[src/rtl/oled_pkg.sv]
// rtl/oled_pkg.sv - shared glyph constants and sequencer state encoding
package oled_pkg;

    localparam int GLYPH_W   = 16;
    localparam int MAX_GLYPH = 27;
    localparam logic [GLYPH_W-1:0] BLANK_GLYPH = '0;

    typedef enum logic [2:0] {
        ST_IDLE,
        ST_SETUP,
        ST_PULSE,
        ST_HOLD,
        ST_WAIT_DONE
    } seq_state_t;

    // Out-of-range glyph indices render as the blank glyph.
    function automatic logic [GLYPH_W-1:0] clamp_glyph(input logic [GLYPH_W-1:0] glyph,
                                                       input int max_glyph);
        return ({16'd0, glyph} > $unsigned(max_glyph)) ? BLANK_GLYPH : glyph;
    endfunction

endpackage

[src/rtl/oled_glyph_sequencer_if.sv]
// rtl/oled_glyph_sequencer_if.sv - request and driver-side signals of the glyph sequencer
interface oled_glyph_sequencer_if;
    import oled_pkg::*;

    logic [GLYPH_W-1:0] req_glyph;
    logic               req_valid;
    logic               req_ready;
    logic               oled_idle;
    logic [GLYPH_W-1:0] data;
    logic               dataReady;
    logic               busy;
    logic               dropped;
    logic               timeout_err;

    modport master (
        output req_glyph, req_valid, oled_idle,
        input  req_ready, data, dataReady, busy, dropped, timeout_err
    );

    modport slave (
        input  req_glyph, req_valid, oled_idle,
        output req_ready, data, dataReady, busy, dropped, timeout_err
    );

endinterface

[src/rtl/glyph_req_fifo.sv]
// rtl/glyph_req_fifo.sv - synchronous request FIFO with count and same-cycle push/pop
module glyph_req_fifo #(
    parameter int DEPTH = 4,
    parameter int WIDTH = 16
) (
    input  logic                   clk,
    input  logic                   rst,
    input  logic                   push_i,
    input  logic [WIDTH-1:0]       push_data_i,
    input  logic                   pop_i,
    output logic [WIDTH-1:0]       head_o,
    output logic [$clog2(DEPTH):0] count_o,
    output logic                   full_o,
    output logic                   empty_o
);

    localparam int AW = $clog2(DEPTH);

    logic [WIDTH-1:0] mem_q [DEPTH];
    logic [AW-1:0]    wr_ptr_q;
    logic [AW-1:0]    rd_ptr_q;
    logic [AW:0]      count_q;
    logic             do_push;
    logic             do_pop;

    assign full_o  = (count_q == (AW+1)'(DEPTH));
    assign empty_o = (count_q == '0);
    assign count_o = count_q;
    assign head_o  = mem_q[rd_ptr_q];

    // A pop frees the head slot in the same cycle, so a full FIFO may still push.
    assign do_pop  = pop_i && !empty_o;
    assign do_push = push_i && (!full_o || do_pop);

    always_ff @(posedge clk) begin
        if (do_push) begin
            mem_q[wr_ptr_q] <= push_data_i;
        end
    end

    always_ff @(posedge clk) begin
        if (rst) begin
            wr_ptr_q <= '0;
            rd_ptr_q <= '0;
            count_q  <= '0;
        end else begin
            if (do_push) begin
                wr_ptr_q <= wr_ptr_q + 1'b1;
            end
            if (do_pop) begin
                rd_ptr_q <= rd_ptr_q + 1'b1;
            end
            case ({do_push, do_pop})
                2'b10:   count_q <= count_q + 1'b1;
                2'b01:   count_q <= count_q - 1'b1;
                default: count_q <= count_q;
            endcase
        end
    end

endmodule

[src/rtl/oled_glyph_sequencer.sv]
// rtl/oled_glyph_sequencer.sv - queues glyph requests and strobes them into the OLED driver
module oled_glyph_sequencer #(
    parameter int FIFO_DEPTH     = 4,
    parameter int MAX_GLYPH      = oled_pkg::MAX_GLYPH,
    parameter int SETUP_CYCLES   = 4,
    parameter int PULSE_CYCLES   = 1000,
    parameter int TIMEOUT_CYCLES = 50000000
) (
    input  logic                   clk,
    input  logic                   rst,
    oled_glyph_sequencer_if.slave  bus
);
    import oled_pkg::*;

    localparam int CW = $clog2(FIFO_DEPTH) + 1;
    localparam int SW = (SETUP_CYCLES > 1)   ? $clog2(SETUP_CYCLES)   : 1;
    localparam int PW = (PULSE_CYCLES > 1)   ? $clog2(PULSE_CYCLES)   : 1;
    localparam int TW = (TIMEOUT_CYCLES > 1) ? $clog2(TIMEOUT_CYCLES) : 1;

    localparam logic [SW-1:0] SETUP_LAST   = SW'(SETUP_CYCLES - 1);
    localparam logic [PW-1:0] PULSE_LAST   = PW'(PULSE_CYCLES - 1);
    localparam logic [TW-1:0] TIMEOUT_LAST = TW'(TIMEOUT_CYCLES - 1);

    seq_state_t         state_q;
    logic [GLYPH_W-1:0] last_glyph_q;
    logic [GLYPH_W-1:0] last_enq_q;
    logic               data_ready_q;
    logic               started_q;
    logic               dropped_q;
    logic               timeout_err_q;
    logic [SW-1:0]      setup_cnt_q;
    logic [PW-1:0]      pulse_cnt_q;
    logic [TW-1:0]      tmo_cnt_q;

    logic [GLYPH_W-1:0] clamped;
    logic [GLYPH_W-1:0] fifo_head;
    logic [CW-1:0]      fifo_count;
    logic               fifo_full;
    logic               fifo_empty;
    logic               busy;
    logic               dup;
    logic               pop;
    logic               push;
    logic               drop;
    logic               started_now;

    assign busy    = (state_q != ST_IDLE);
    assign clamped = clamp_glyph(bus.req_glyph, MAX_GLYPH);
    assign pop     = (state_q == ST_IDLE) && !fifo_empty && bus.oled_idle;

    // Repeats of the value already queued last, or already on screen when idle, are silently ignored.
    assign dup  = fifo_empty ? ((clamped == last_glyph_q) && !busy) : (clamped == last_enq_q);
    assign push = bus.req_valid && bus.req_ready && !dup;
    assign drop = bus.req_valid && fifo_full && !pop && !dup;
    assign started_now = started_q || !bus.oled_idle;

    glyph_req_fifo #(
        .DEPTH (FIFO_DEPTH),
        .WIDTH (GLYPH_W)
    ) u_fifo (
        .clk         (clk),
        .rst         (rst),
        .push_i      (push),
        .push_data_i (clamped),
        .pop_i       (pop),
        .head_o      (fifo_head),
        .count_o     (fifo_count),
        .full_o      (fifo_full),
        .empty_o     (fifo_empty)
    );

    always_ff @(posedge clk) begin
        if (rst) begin
            state_q       <= ST_IDLE;
            last_glyph_q  <= BLANK_GLYPH;
            last_enq_q    <= BLANK_GLYPH;
            data_ready_q  <= 1'b0;
            started_q     <= 1'b0;
            dropped_q     <= 1'b0;
            timeout_err_q <= 1'b0;
            setup_cnt_q   <= '0;
            pulse_cnt_q   <= '0;
            tmo_cnt_q     <= '0;
        end else begin
            timeout_err_q <= 1'b0;
            dropped_q     <= drop;
            if (push) begin
                last_enq_q <= clamped;
            end
            case (state_q)
                ST_IDLE: begin
                    if (pop) begin
                        state_q      <= ST_SETUP;
                        last_glyph_q <= fifo_head;
                        setup_cnt_q  <= '0;
                    end
                end
                ST_SETUP: begin
                    if (setup_cnt_q == SETUP_LAST) begin
                        state_q      <= ST_PULSE;
                        data_ready_q <= 1'b1;
                        pulse_cnt_q  <= '0;
                        started_q    <= 1'b0;
                    end else begin
                        setup_cnt_q <= setup_cnt_q + 1'b1;
                    end
                end
                ST_PULSE: begin
                    started_q <= started_now;
                    if (pulse_cnt_q == PULSE_LAST) begin
                        data_ready_q <= 1'b0;
                        tmo_cnt_q    <= '0;
                        state_q      <= started_now ? ST_WAIT_DONE : ST_HOLD;
                    end else begin
                        pulse_cnt_q <= pulse_cnt_q + 1'b1;
                    end
                end
                ST_HOLD: begin
                    if (!bus.oled_idle) begin
                        state_q   <= ST_WAIT_DONE;
                        tmo_cnt_q <= '0;
                    end else if (tmo_cnt_q == TIMEOUT_LAST) begin
                        state_q       <= ST_IDLE;
                        timeout_err_q <= 1'b1;
                    end else begin
                        tmo_cnt_q <= tmo_cnt_q + 1'b1;
                    end
                end
                ST_WAIT_DONE: begin
                    if (bus.oled_idle) begin
                        state_q <= ST_IDLE;
                    end else if (tmo_cnt_q == TIMEOUT_LAST) begin
                        state_q       <= ST_IDLE;
                        timeout_err_q <= 1'b1;
                    end else begin
                        tmo_cnt_q <= tmo_cnt_q + 1'b1;
                    end
                end
                default: state_q <= ST_IDLE;
            endcase
        end
    end

    assign bus.req_ready   = (fifo_count < CW'(FIFO_DEPTH)) || pop;
    assign bus.data        = last_glyph_q;
    assign bus.dataReady   = data_ready_q;
    assign bus.busy        = busy;
    assign bus.dropped     = dropped_q;
    assign bus.timeout_err = timeout_err_q;

endmodule
[src/flat_wrapper.sv]
// flat-port wrapper written by rule: the top's interface ports become plain ports
module oled_glyph_sequencer_flat import oled_pkg::*;
#(
    parameter int FIFO_DEPTH     = 4,
    parameter int MAX_GLYPH      = oled_pkg::MAX_GLYPH,
    parameter int SETUP_CYCLES   = 4,
    parameter int PULSE_CYCLES   = 1000,
    parameter int TIMEOUT_CYCLES = 50000000
)
  (clk, rst, bus_req_glyph, bus_req_valid, bus_oled_idle, bus_req_ready, bus_data, bus_dataReady, bus_busy, bus_dropped, bus_timeout_err);
  oled_glyph_sequencer_if bus_i ();
  input  logic clk;
  input  logic rst;
  input wire logic [$bits(bus_i.req_glyph)-1:0] bus_req_glyph;
  input wire logic [$bits(bus_i.req_valid)-1:0] bus_req_valid;
  input wire logic [$bits(bus_i.oled_idle)-1:0] bus_oled_idle;
  output wire logic [$bits(bus_i.req_ready)-1:0] bus_req_ready;
  output wire logic [$bits(bus_i.data)-1:0] bus_data;
  output wire logic [$bits(bus_i.dataReady)-1:0] bus_dataReady;
  output wire logic [$bits(bus_i.busy)-1:0] bus_busy;
  output wire logic [$bits(bus_i.dropped)-1:0] bus_dropped;
  output wire logic [$bits(bus_i.timeout_err)-1:0] bus_timeout_err;
  assign bus_i.req_glyph = bus_req_glyph;
  assign bus_i.req_valid = bus_req_valid;
  assign bus_i.oled_idle = bus_oled_idle;
  assign bus_req_ready = bus_i.req_ready;
  assign bus_data = bus_i.data;
  assign bus_dataReady = bus_i.dataReady;
  assign bus_busy = bus_i.busy;
  assign bus_dropped = bus_i.dropped;
  assign bus_timeout_err = bus_i.timeout_err;
  oled_glyph_sequencer #(.FIFO_DEPTH(FIFO_DEPTH), .MAX_GLYPH(MAX_GLYPH), .SETUP_CYCLES(SETUP_CYCLES), .PULSE_CYCLES(PULSE_CYCLES), .TIMEOUT_CYCLES(TIMEOUT_CYCLES)) u_core (.clk(clk), .rst(rst), .bus(bus_i));
endmodule
[config.mk]
export PLATFORM = sky130hd
export DESIGN_NAME = oled_glyph_sequencer_flat
export DESIGN_NICKNAME = d
export VERILOG_FILES = /design/src/rtl/oled_pkg.sv /design/src/rtl/oled_glyph_sequencer_if.sv /design/src/rtl/glyph_req_fifo.sv /design/src/rtl/oled_glyph_sequencer.sv /design/src/flat_wrapper.sv
export SDC_FILE = /design/constraint.sdc
export NUM_CORES = 1
export LEC_CHECK = 0
export ABC_AREA = 1
export CORE_MARGIN = 8
export CORE_UTILIZATION = 50
export CTS_BUF_LIST = sky130_fd_sc_hd__clkbuf_8 sky130_fd_sc_hd__clkbuf_16
export CTS_CLUSTER_DIAMETER = 200
export CTS_CLUSTER_SIZE = 20
export DETAILED_ROUTE_END_ITERATION = 8
export PLACE_DENSITY = 0.71
export REMOVE_ABC_BUFFERS = 1
export SYNTH_ARGS = -nofsm -noshare
export SYNTH_HDL_FRONTEND = slang
export SYNTH_SLANG_ARGS = --single-unit
[constraint.sdc]
create_clock -name clk -period 6 [get_ports clk]
set_input_delay 0.6 -clock clk [delete_from_list [all_inputs] [get_ports clk]]
set_output_delay 0.6 -clock clk [all_outputs]
set_load 0.02 [all_outputs]
==> run notes <==
impl run done, here's what came out: CTS buffer count=17, drt initial violations=457, clk slew on worst S/H paths=60 ps, Hold Buf Count CTS=0, combinational gate area=2630 sq um, Final GP Congestion=0.923, Synth async-reset ratio=0%, status=complete, no violations, vias per cell=5.18, most numerous logic cell after layout=nor2_1, TritonCTS clock tree=yes, power density over the cells=423 nW/um^2, Flop pwr share=40.5%, row cnt=41, DRC viols=0, fin crit period=3570 ps, cell leakage power=3.02 nW, post-route ant nets=0, count of tool warnings=28, internal power=2.16 mW, htree depth=4, RSZ-0062 raised after global routing=false, ys flop type=dfxtp_1, input/output buffers=40, critical path data arrival time=3620 ps, worst-margin pin slew=1150 ps, layout cell share with drive strength beyond 1=8.61%, Vert. Die Dim=130 um, synth unique cells=45, Mapped Area=6530 sq um, post-CTS setup buffers=0, crit start category=input pin, Pre-antenna DRT Iters=5, Yosys Instances=750, wirelength, routed=14,600 um, Pins Over Slew Limit=0, Syn Inst Count=750, final hold violation count=0, die area=17,000 sq um, PostCTS Resize Cnt=0, Top Layout Cells=127 x nor2_1, 93 x nand2_1, 84 x inv_1, 84 x dfxtp_1, antenna violations before repair=0, Via Count=5,286, Mean Syn Cell Area=8.71 sq um, Synth warnings=0, largest net degree at the start of global routing=36, Clock power frac=32.0%, All-Layer GR Usage=18.4%, area grow syn2layout=19.9%, Max FO, Critical Path=22, Ports=41, CTS root buf=clkbuf_16, fp util=51.6%, crit path DRT=6050 ps, Max Cap Viol=0, post-DP HPWL=10,300 um, # fillers=1,119, core area=12,700 sq um, sw frac=34.8%, Post-synth EDFFs=64, synthesis-stage register bit count=148, crit path kind=in2reg, HP Class=reg2reg, final setup fails=0, Net Sw Power=1.15 mW, Worst Clk Skew=7.10 ps, critical path capture point type=flip-flop, final setup TNS=0 ps, register share after synthesis=55.2%, Clock Tree Buf Depth=2, Final period util=59.5%, # clock sinks=148, antenna cells=0, Sequential cell area=3600 sq um, Die X-Extent=130 um, Routed WL per cell=14.3 um, total gr overflow=0
==> worst paths after layout <==
kind	slack (ps)	cells after the start	endpoint	start
worst max-delay path	2430	10	u_core.u_fifo.mem_q[1][8]	bus_req_glyph[2]
worst min register to register	440	2	u_core.last_enq_q[13]	u_core.last_enq_q[13]
worst min-delay path	440	2	u_core.last_enq_q[13]	u_core.last_enq_q[13]
worst max register to register	3200	12	u_core.u_fifo.count_o[1]	u_core.state_q[2]
==> metal layers <==
metal	up-vias	global-route usage, %	part of all wire, %
li1	2647	-	-
met1	2481	22.9	46
met2	138	30.0	47
met3	20	5.02	5.7
met4	0	6.90	1.6
met5	-	0	0
==> power by group through the flow <==
stage	Clock, mW	Combinational (mW)	Sequential [mW]
detailed placement	0	0.904	1.36
global route	1.12	1.02	1.36
finish	1.06	0.913	1.34
CTS	1.08	0.909	1.35
global placement	0	0.882	1.36
floorplan	0	0.546	1.38
==> cell families (layout without fill, tap and decap cells) <==
family	Yosys count	in the layout	share of synthesized area [%]
and+or+nand+nor	324	324	22.5
DFF	148	148	55.2
AOI/OAI and AO/OA	143	143	12.1
buffers and inverters	115	170	7.10
xor gates and xnor gates	11	11	1.47
adders and majority gates	8	8	1.65
other	1	44	0.0574
==> final cells by class <==
cell class                      instances  share of cell area [%]
Timing Repair Buffer                   46                    5.69
Clock inverter                         15                    2.14
Clock buffer                           17                    5.43
Tap cell                              172                    2.75
Inverter                               92                    4.44
Multi-Input combinational cell        530                    33.6
Sequential cell                       148                    46.0
==> stage by stage <==
stage / worst slack, ps / hold WS [ps] / utilization, % / cell area [sq um] / std cells
after global placement: 1820 / 429 / 57.0 / 7220 / 986
after global routing: 2100 / 462 / 61.8 / 7840 / 1020
after detailed placement: 1610 / 431 / 57.0 / 7220 / 986
after floorplan: 2770 / 419 / - / 6580 / 770
final: 2430 / 442 / 61.8 / 7840 / 1020
after CTS: 2050 / 443 / 61.7 / 7820 / 1018
==> synth_stat cells (5+ instances only) <==
library cell	number	share of area, %
o21ai_1	7	0.54
a31oi_1	9	0.86
a21oi_1	37	2.8
inv_1	84	4.8
edfxtp_1	64	29
dfxtp_1	84	26
nand4_1	15	1.4
nand2_1	93	5.3
ha_1	7	1.3
nor3_1	26	2.0
nand2_2	7	0.67
clkbuf_1	16	0.92
nand3_1	29	2.2
o21ai_0	64	4.9
nor2_1	128	7.4
xnor2_1	5	0.67
xor2_1	6	0.80
a21oi_2	5	0.67
o22ai_1	10	0.96
==> flip-flops by register name, indices dropped and copies added (netlist names) <==
signal	cells
u_core.state_q	3
u_core.bus.dataReady	1
u_core.u_fifo.wr_ptr_q	2
u_core.bus.timeout_err	1
u_core.started_q	1
u_core.bus.dropped	1
u_core.setup_cnt_q	2
u_core.u_fifo.count_o	3
u_core.bus.data	16
u_core.u_fifo.rd_ptr_q	2
u_core.tmo_cnt_q	26
u_core.last_enq_q	16
u_core.pulse_cnt_q	10
u_core.u_fifo.mem_q	64
==> worst max-delay path: stages <==
cell	delay, ps
clkdlybuf4s50_1	460
nand2_1	90
nor2_1	40
nor2_1	570
nand3_1	360
o211ai_1	300
nor2_2	70
nand2_2	110
nand3_4	260
nor2_2	740
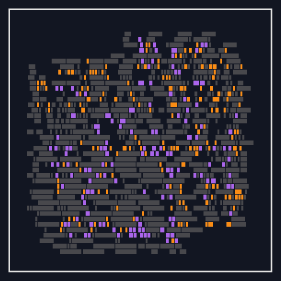
*Logic cells by family*
Scale: 2 px per um.
aoi and oai cells -> purple  # cells 139
nor cells -> orange  # cells 167

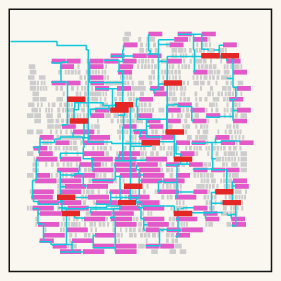
*Clock wires, drivers and flops*
Scale: 2 px per um.
flip-flops -> magenta  # count 148
clock drivers -> red  # count 17
clock wires -> cyan  # length 1,670 um
routed clock nets = 18
flops lie = widely spread

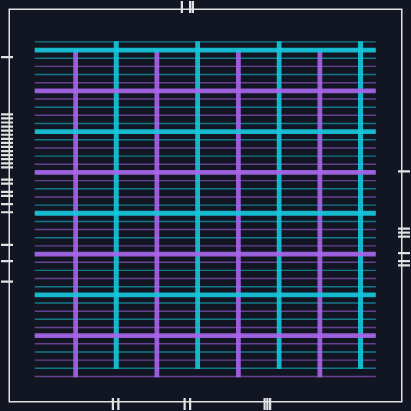
*PDN straps and rails*
Scale: 3 px per um. Pins as bars on the die edge.
VDD -> cyan
VSS -> purple
met5 straps = 8
met4 straps = 8
rows = 41
signal pins = 41

Power and IR drop assume default switching activity.
